### Routed metal, one color a layer, run 1

Only two layers are drawn.
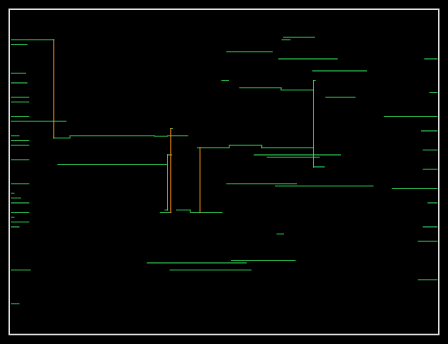
### Clock distribution, run 1

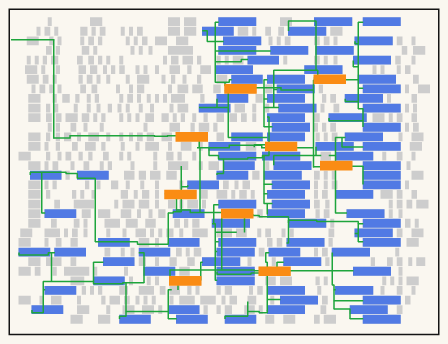
### I/O pins on the die edge, run 1

Pins as bars across the die edge, other pins in gray.
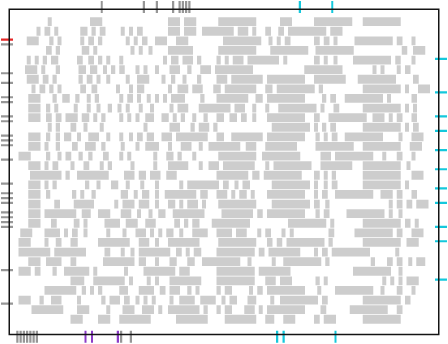
===== config.mk =====
export PLATFORM = sky130hd
export DESIGN_NAME = fir_decim_buf_flat
export DESIGN_NICKNAME = d
export VERILOG_FILES = /design/src/rtl/fir_pkg.sv /design/src/rtl/fir_decim_buf_if.sv /design/src/rtl/fir_fifo.sv /design/src/rtl/fir_decim_buf.sv /design/src/flat_wrapper.sv
export SDC_FILE = /design/constraint.sdc
export NUM_CORES = 1
export LEC_CHECK = 0
export ABC_AREA = 1
export CAP_MARGIN = 0
export CELL_PAD_IN_SITES_DETAIL_PLACEMENT = 1
export CELL_PAD_IN_SITES_GLOBAL_PLACEMENT = 1
export CORE_ASPECT_RATIO = 0.75
export CORE_MARGIN = 1.5
export CORE_UTILIZATION = 46
export DETAILED_ROUTE_END_ITERATION = 6
export PLACE_DENSITY_LB_ADDON = 0.12
export SLEW_MARGIN = 20
export SYNTH_ARGS = -nofsm -noshare
export SYNTH_HDL_FRONTEND = slang
export SYNTH_SLANG_ARGS = --single-unit

===== constraint.sdc =====
create_clock -name clk -period 4.6 [get_ports clk]
set_input_delay 0.92 -clock clk [delete_from_list [all_inputs] [get_ports clk]]
set_output_delay 0.92 -clock clk [all_outputs]
set_load 0.005 [all_outputs]

===== src/rtl/fir_pkg.sv =====
// Shared widths and the shift/round/clamp helper
// for the fir output path.
package fir_pkg;

  localparam int IN_W_DEF  = 32;
  localparam int OUT_W_DEF = 16;

  function automatic logic signed [63:0] round_sat(
    input  logic signed [63:0] x,
    input  int                 shift,
    input  int                 out_w,
    output logic               clamped
  );
    logic signed [63:0] r;
    logic signed [63:0] hi;
    logic signed [63:0] lo;
    r  = (x + (64'sd1 <<< (shift - 1))) >>> shift;
    hi = (64'sd1 <<< (out_w - 1)) - 64'sd1;
    lo = -hi - 64'sd1;
    clamped = 1'b0;
    if (r > hi) begin
      r = hi;
      clamped = 1'b1;
    end else if (r < lo) begin
      r = lo;
      clamped = 1'b1;
    end
    return r;
  endfunction

endpackage


===== src/rtl/fir_decim_buf_if.sv =====
// Output stream of the decimating buffer:
// head data, valid and sink ready.
interface fir_decim_buf_if
  import fir_pkg::*;
#(
  parameter int W = OUT_W_DEF
);

  logic [W-1:0] out_data;
  logic         out_valid;
  logic         out_ready;

  modport master (
    output out_data,
    output out_valid,
    input  out_ready
  );

  modport slave (
    input  out_data,
    input  out_valid,
    output out_ready
  );

endinterface


===== src/rtl/fir_fifo.sv =====
// Synchronous FIFO; a push on a full FIFO is
// accepted only when a pop frees a slot that cycle.
module fir_fifo #(
  parameter int W     = 16,
  parameter int DEPTH = 4
) (
  input  logic                       clk,
  input  logic                       rst,
  input  logic                       push,
  input  logic [W-1:0]               din,
  input  logic                       pop,
  output logic [W-1:0]               dout,
  output logic                       full,
  output logic                       empty,
  output logic [$clog2(DEPTH+1)-1:0] level
);

  localparam int AW = $clog2(DEPTH);
  localparam int LW = $clog2(DEPTH + 1);

  logic [W-1:0]  mem [DEPTH];
  logic [AW-1:0] wp;
  logic [AW-1:0] rp;
  logic [LW-1:0] cnt;
  logic          wr;
  logic          rd;

  assign full  = (cnt == LW'(DEPTH));
  assign empty = (cnt == '0);
  assign rd    = pop & ~empty;
  assign wr    = push & (~full | rd);
  assign level = cnt;
  // head reads as zero while empty so reset shows 0
  assign dout  = empty ? '0 : mem[rp];

  always_ff @(posedge clk) begin
    if (wr) mem[wp] <= din;
  end

  always_ff @(posedge clk or posedge rst) begin
    if (rst) begin
      wp  <= '0;
      rp  <= '0;
      cnt <= '0;
    end else begin
      if (wr) wp <= wp + 1'b1;
      if (rd) rp <= rp + 1'b1;
      if (wr & ~rd) cnt <= cnt + 1'b1;
      else if (rd & ~wr) cnt <= cnt - 1'b1;
    end
  end

endmodule


===== src/rtl/fir_decim_buf.sv =====
// Keeps every DECIM-th fir sample, rescales it
// and buffers it toward a valid/ready sink.
module fir_decim_buf
  import fir_pkg::*;
#(
  parameter int IN_W  = IN_W_DEF,
  parameter int OUT_W = OUT_W_DEF,
  parameter int DECIM = 5,
  parameter int SHIFT = 8,
  parameter int DEPTH = 4
) (
  input  logic                       clk,
  input  logic                       rst,
  input  logic [IN_W-1:0]            in_data,
  input  logic                       in_valid,
  fir_decim_buf_if.master            out,
  output logic [$clog2(DEPTH+1)-1:0] level,
  output logic                       overflow,
  output logic                       sat
);

  localparam int PW = (DECIM > 1) ? $clog2(DECIM) : 1;

  logic [PW-1:0]    phase;
  logic             keep;
  logic [63:0]      ext;
  logic [OUT_W-1:0] scaled;
  logic             clamped;
  logic             s1_vld;
  logic [OUT_W-1:0] s1_data;
  logic             pop;
  logic             full;
  logic             empty;

  assign keep = in_valid & (phase == PW'(DECIM - 1));
  assign ext  = {{(64-IN_W){in_data[IN_W-1]}}, in_data};

  always_comb begin
    clamped = 1'b0;
    scaled  = OUT_W'(round_sat(ext, SHIFT, OUT_W, clamped));
  end

  always_ff @(posedge clk or posedge rst) begin
    if (rst) begin
      phase   <= '0;
      s1_vld  <= 1'b0;
      s1_data <= '0;
      sat     <= 1'b0;
    end else begin
      if (in_valid) phase <= keep ? '0 : phase + 1'b1;
      s1_vld <= keep;
      if (keep) s1_data <= scaled;
      sat <= sat | (keep & clamped);
    end
  end

  assign pop = out.out_valid & out.out_ready;

  // a kept result is lost only when full with no pop
  always_ff @(posedge clk or posedge rst) begin
    if (rst) overflow <= 1'b0;
    else overflow <= overflow | (s1_vld & full & ~pop);
  end

  fir_fifo #(
    .W     (OUT_W),
    .DEPTH (DEPTH)
  ) u_fifo (
    .clk   (clk),
    .rst   (rst),
    .push  (s1_vld),
    .din   (s1_data),
    .pop   (pop),
    .dout  (out.out_data),
    .full  (full),
    .empty (empty),
    .level (level)
  );

  assign out.out_valid = ~empty;

endmodule


===== src/flat_wrapper.sv =====
// flat-port wrapper written by rule: the top's interface ports become plain ports
module fir_decim_buf_flat import fir_pkg::*;
#(
  parameter int IN_W  = IN_W_DEF,
  parameter int OUT_W = OUT_W_DEF,
  parameter int DECIM = 5,
  parameter int SHIFT = 8,
  parameter int DEPTH = 4
)
  (clk, rst, in_data, in_valid, level, overflow, sat, out_out_data, out_out_valid, out_out_ready);
  fir_decim_buf_if out_i ();
  input  logic clk;
  input  logic rst;
  input  logic [IN_W-1:0] in_data;
  input  logic in_valid;
  output logic [$clog2(DEPTH+1)-1:0] level;
  output logic overflow;
  output logic sat;
  output wire logic [$bits(out_i.out_data)-1:0] out_out_data;
  output wire logic [$bits(out_i.out_valid)-1:0] out_out_valid;
  input wire logic [$bits(out_i.out_ready)-1:0] out_out_ready;
  assign out_out_data = out_i.out_data;
  assign out_out_valid = out_i.out_valid;
  assign out_i.out_ready = out_out_ready;
  fir_decim_buf #(.IN_W(IN_W), .OUT_W(OUT_W), .DECIM(DECIM), .SHIFT(SHIFT), .DEPTH(DEPTH)) u_core (.clk(clk), .rst(rst), .in_data(in_data), .in_valid(in_valid), .out(out_i), .level(level), .overflow(overflow), .sat(sat));
endmodule

==> results.sh, run 1 <==
# implementation run metrics
export IMPL_pg_comb_uw=1090
export IMPL_whs_endpoint="u_core.sat"
export IMPL_yosysChipArea_sq_um=4826
export IMPL_max_stage_delay_ps=700
export IMPL_final_comb_area_sq_um=1894
export IMPL_finalSetupViolations=0
export IMPL_fin_area_sq_um=5746
export IMPL_max_slew_worst_pin_slew_ps=1001
export IMPL_most_common_layout_cells="nand2_1 (100), nor2_1 (90), edfxtp_1 (64), inv_1 (53), clkdlybuf4s50_1 (50)"
export IMPL_wl_met2_um=5778
export IMPL_yosys_warnings=0
export IMPL_path_cells="buf_4 > inv_1 > o21ai_0 > a21oi_1 > clkdlybuf4s50_1"
export IMPL_p_total_uw=3103
export IMPL_synthAdderAreaFrac_pct=2.489
export IMPL_critical_path_class="register to primary output"
export IMPL_slowest_stage="inv_1"
export IMPL_numPortBuffers=50
export IMPL_grt_max_degree=36
export IMPL_core_region_area_sq_um=10250
export IMPL_min_path_type="register to register"
export IMPL_worst_slack_ps=946.2
export IMPL_h_tree_depth=3
export IMPL_synth_cell_types=35
export IMPL_top_level_ports=58
export IMPL_reg2reg_setup_slack_ps=1810
export IMPL_clockBufferDepth=2
export IMPL_hpwl_um=8233
export IMPL_ys_sh_xor_pct=3.811
export IMPL_overflow=0
export IMPL_reg2reg_depth=9
export IMPL_cts_buffers_inserted=9
export IMPL_total_leakage_power_uw=0.002343
export IMPL_cp_required_ps=3680
export IMPL_synthArstFlopShare_pct=31.18
export IMPL_ir_worst_vdd_uv=233.8
export IMPL_dp_cells=705
export IMPL_syn_avg_cell_area_sq_um=9.105
export IMPL_post_cts_resized=0
export IMPL_ctsHoldBuffers=0
export IMPL_skew_ps=11.30
export IMPL_antenna_found_initial=0
export IMPL_netlist_area_sq_um=4826
export IMPL_grt_pass1_vias=3868
export IMPL_final_common_cell="nand2_1"
export IMPL_diodes=0
export IMPL_tns_ps=0
export IMPL_met2_usage_pct=39.82
export IMPL_holdPathStages=2
export IMPL_pre_cts_slack_ps=1070
export IMPL_well_tap_count=136
export IMPL_n_fill_cell=1206
export IMPL_synth_seq_share_pct=54.86
export IMPL_num_vias=3681
export IMPL_warning_count=37
export IMPL_fin_cells=721
export IMPL_rsz0062_at_grt="no"
export IMPL_floorplan_core_util_pct=47.08
export IMPL_ys_sh_simple_pct=23.85
export IMPL_arrival_ps=2730
export IMPL_critPathMaxFanout=35
export IMPL_synth_area_mux_share_pct=0.2333
export IMPL_drtAntennaViolNets=0
export IMPL_path_depth=5
export IMPL_wl_met3_um=536
export IMPL_power_leader="sequential cells"
export IMPL_routabilityCongestion=0.8475
export IMPL_clock_sinks=93
export IMPL_yosys_most_used_dff="edfxtp_1"
export IMPL_postCtsSetupBuffers=0
export IMPL_clockPowerShare_pct=23.0
export IMPL_p_sw_uw=1071
export IMPL_num_rows=32
export IMPL_common_cells="nand2_1 (100), nor2_1 (94), edfxtp_1 (64)"
export IMPL_seq_share_pct=46.08
export IMPL_outcome="finished clean"
export IMPL_die_w_um=121.3
export IMPL_clockRootBuffer="clkbuf_16"
export IMPL_met1Wirelength_um=5230
export IMPL_grt_pass1_wl_um=19220
export IMPL_drtIter0Drc=169
export IMPL_grt_busiest_layer="met2"
export IMPL_critPathBufInv=3
export IMPL_min_period_over_period_pct=79.43
export IMPL_area_growth_syn_to_layout_pct=19.06
export IMPL_floorplan_nets=575
export IMPL_top_layer_used="met4"
export IMPL_nets=625
export IMPL_synth_flops=93
export IMPL_p_int_uw=2032
export IMPL_synthTopCellsByArea="edfxtp_1 (40%), dfrtp_1 (15%), nand2_1 (7.8%)"
export IMPL_crit_family="buffers and inverters"
export IMPL_tritoncts="done"
export IMPL_fin_util_pct=56.05
export IMPL_min_from="u_core.sat"
export IMPL_maxSlewHeadroom_pct=33.19
export IMPL_cp_start_kind="register"
export IMPL_powerSeq_uw=1300
export IMPL_power_frac_seq_pct=41.7
export IMPL_drt_first_pass_iters=4
-- 'Routed metal, one color a layer' (at the start) --
legend:
  M4:
    color: orange
    wire_length: 110 um
  M3:
    color: green
    wire_length: 536 um

-- 'Clock distribution' (at the start) --
legend:
  clock wires:
    color: green
    length: 1070 um
  clock-net drivers:
    color: orange
    count: 9
  flip-flops:
    color: blue
    count: 93
routed clock nets: 10
flops lie: all over the die

-- 'I/O pins on the die edge' (at the start) --
legend:
  level:
    color: purple
    pins: 3
    direction: output
    edge: bottom
  clk:
    color: red
    pins: 1
    direction: input
    edge: left
  out_out_data:
    color: cyan
    pins: 16
    direction: output
    edge: 11 right, 3 bottom, 2 top

==> run 2, diff against run 1 <==
- CORE_UTILIZATION: 46 -> 43
- clock period: 4.6 -> 3.7 ns (I/O delays scaled with it)
### I/O pins on the die edge, run 2

Pins as bars across the die edge, other pins in gray.
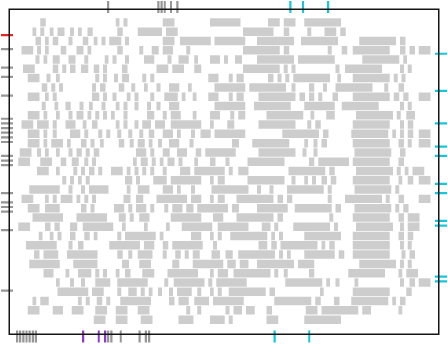
legend:
  level:
    color: purple
    pins: 3
    direction: output
    edge: bottom
  clk:
    color: red
    pins: 1
    direction: input
    edge: left
  out_out_data:
    color: cyan
    pins: 16
    direction: output
    edge: 11 right, 3 top, 2 bottom
all pins by edge: 20 left, 18 bottom, 11 right, 9 top

### Congestion heat map, run 2

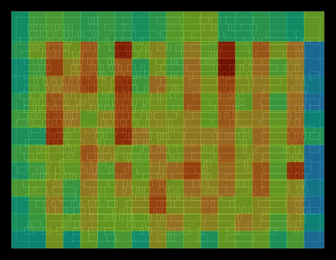
GR met1 Demand/Resource: 24.93%
Routed WL per cell: 15.66 um
Top Usage Layer GRT: met2

### Cells colored by class, run 2

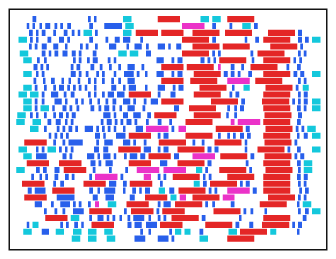
legend:
  clock drivers and dummy loads:
    color: magenta
    cells: 16
  registers:
    color: red
    cells: 93
  remaining logic cells:
    color: blue
    cells: 423
  remaining buffers and delay cells:
    color: cyan
    cells: 60

==> run 2 against run 1 <==
Compared with the run above: power rose by 24%; area after synthesis stayed put; final area grew 0.57%; routed wire length down 1.6%; largest power group unchanged.
==> results.sh, run 2 <==
# implementation run metrics
export IMPL_outcome="finished clean"
export IMPL_max_stage_delay_ps=560
export IMPL_dp_cells=716
export IMPL_reg2reg_depth=9
export IMPL_synth_area_mux_share_pct=0.2333
export IMPL_die_w_um=125.3
export IMPL_antenna_found_initial=0
export IMPL_synth_flops=93
export IMPL_postCtsSetupBuffers=0
export IMPL_ctsHoldBuffers=0
export IMPL_clockRootBuffer="clkbuf_16"
export IMPL_yosys_most_used_dff="edfxtp_1"
export IMPL_clockPowerShare_pct=22.0
export IMPL_p_int_uw=2555
export IMPL_met1Wirelength_um=5333
export IMPL_max_slew_worst_pin_slew_ps=697.4
export IMPL_routabilityCongestion=0.8494
export IMPL_top_level_ports=58
export IMPL_fin_cells=732
export IMPL_numPortBuffers=50
export IMPL_p_total_uw=3838
export IMPL_ir_worst_vdd_uv=253.9
export IMPL_num_vias=3620
export IMPL_h_tree_depth=3
export IMPL_critPathMaxFanout=17
export IMPL_tritoncts="done"
export IMPL_num_rows=33
export IMPL_seq_share_pct=45.82
export IMPL_hpwl_um=8137
export IMPL_grt_pass1_vias=3683
export IMPL_cts_buffers_inserted=9
export IMPL_synthTopCellsByArea="edfxtp_1 (40%), dfrtp_1 (15%), nand2_1 (7.8%)"
export IMPL_reg2reg_setup_slack_ps=860
export IMPL_pre_cts_slack_ps=309.4
export IMPL_fin_area_sq_um=5778
export IMPL_warning_count=37
export IMPL_whs_endpoint="u_core.sat"
export IMPL_pg_comb_uw=1380
export IMPL_p_clk_uw=845
export IMPL_drc=0
export IMPL_top_area_share_pct=39.82
export IMPL_top_layer_used="met4"
export IMPL_clockBufferDepth=2
export IMPL_p_sw_uw=1283
export IMPL_grt_pass1_wl_um=18190
export IMPL_power_leader="sequential cells"
export IMPL_skew_ps=8.436
export IMPL_total_leakage_power_uw=0.002376
export IMPL_netlist_area_sq_um=4826
export IMPL_drtIter0Drc=119
export IMPL_floorplan_core_util_pct=44.11
export IMPL_min_period_over_period_pct=87.45
export IMPL_drt_first_pass_iters=4
export IMPL_finalSetupViolations=0
export IMPL_overflow=0
export IMPL_slowest_stage="clkdlybuf4s50_1"
export IMPL_area_growth_syn_to_layout_pct=19.73
export IMPL_final_comb_area_sq_um=1884
export IMPL_min_from="u_core.sat"
export IMPL_yosys_warnings=0
export IMPL_worst_slack_ps=464.5
export IMPL_min_path_type="register to register"
export IMPL_core_region_area_sq_um=10940
export IMPL_nets=632
export IMPL_powerSeq_uw=1610
export IMPL_crit_family="buffers and inverters"
export IMPL_synthArstFlopShare_pct=31.18
export IMPL_diodes=0
export IMPL_fin_util_pct=52.81
export IMPL_clock_sinks=93
export IMPL_grt_max_degree=33
export IMPL_tns_ps=0
export IMPL_synth_cell_types=35
export IMPL_ys_sh_xor_pct=3.811
export IMPL_post_cts_resized=0
export IMPL_cp_start_kind="register"
export IMPL_maxSlewHeadroom_pct=53.22
export IMPL_critical_path_class="register to primary output"
export IMPL_synth_seq_share_pct=54.86
export IMPL_ys_sh_simple_pct=23.85
export IMPL_path_depth=5
export IMPL_holdPathStages=2
No activity file was given, so power comes from the tool's default toggle rates.
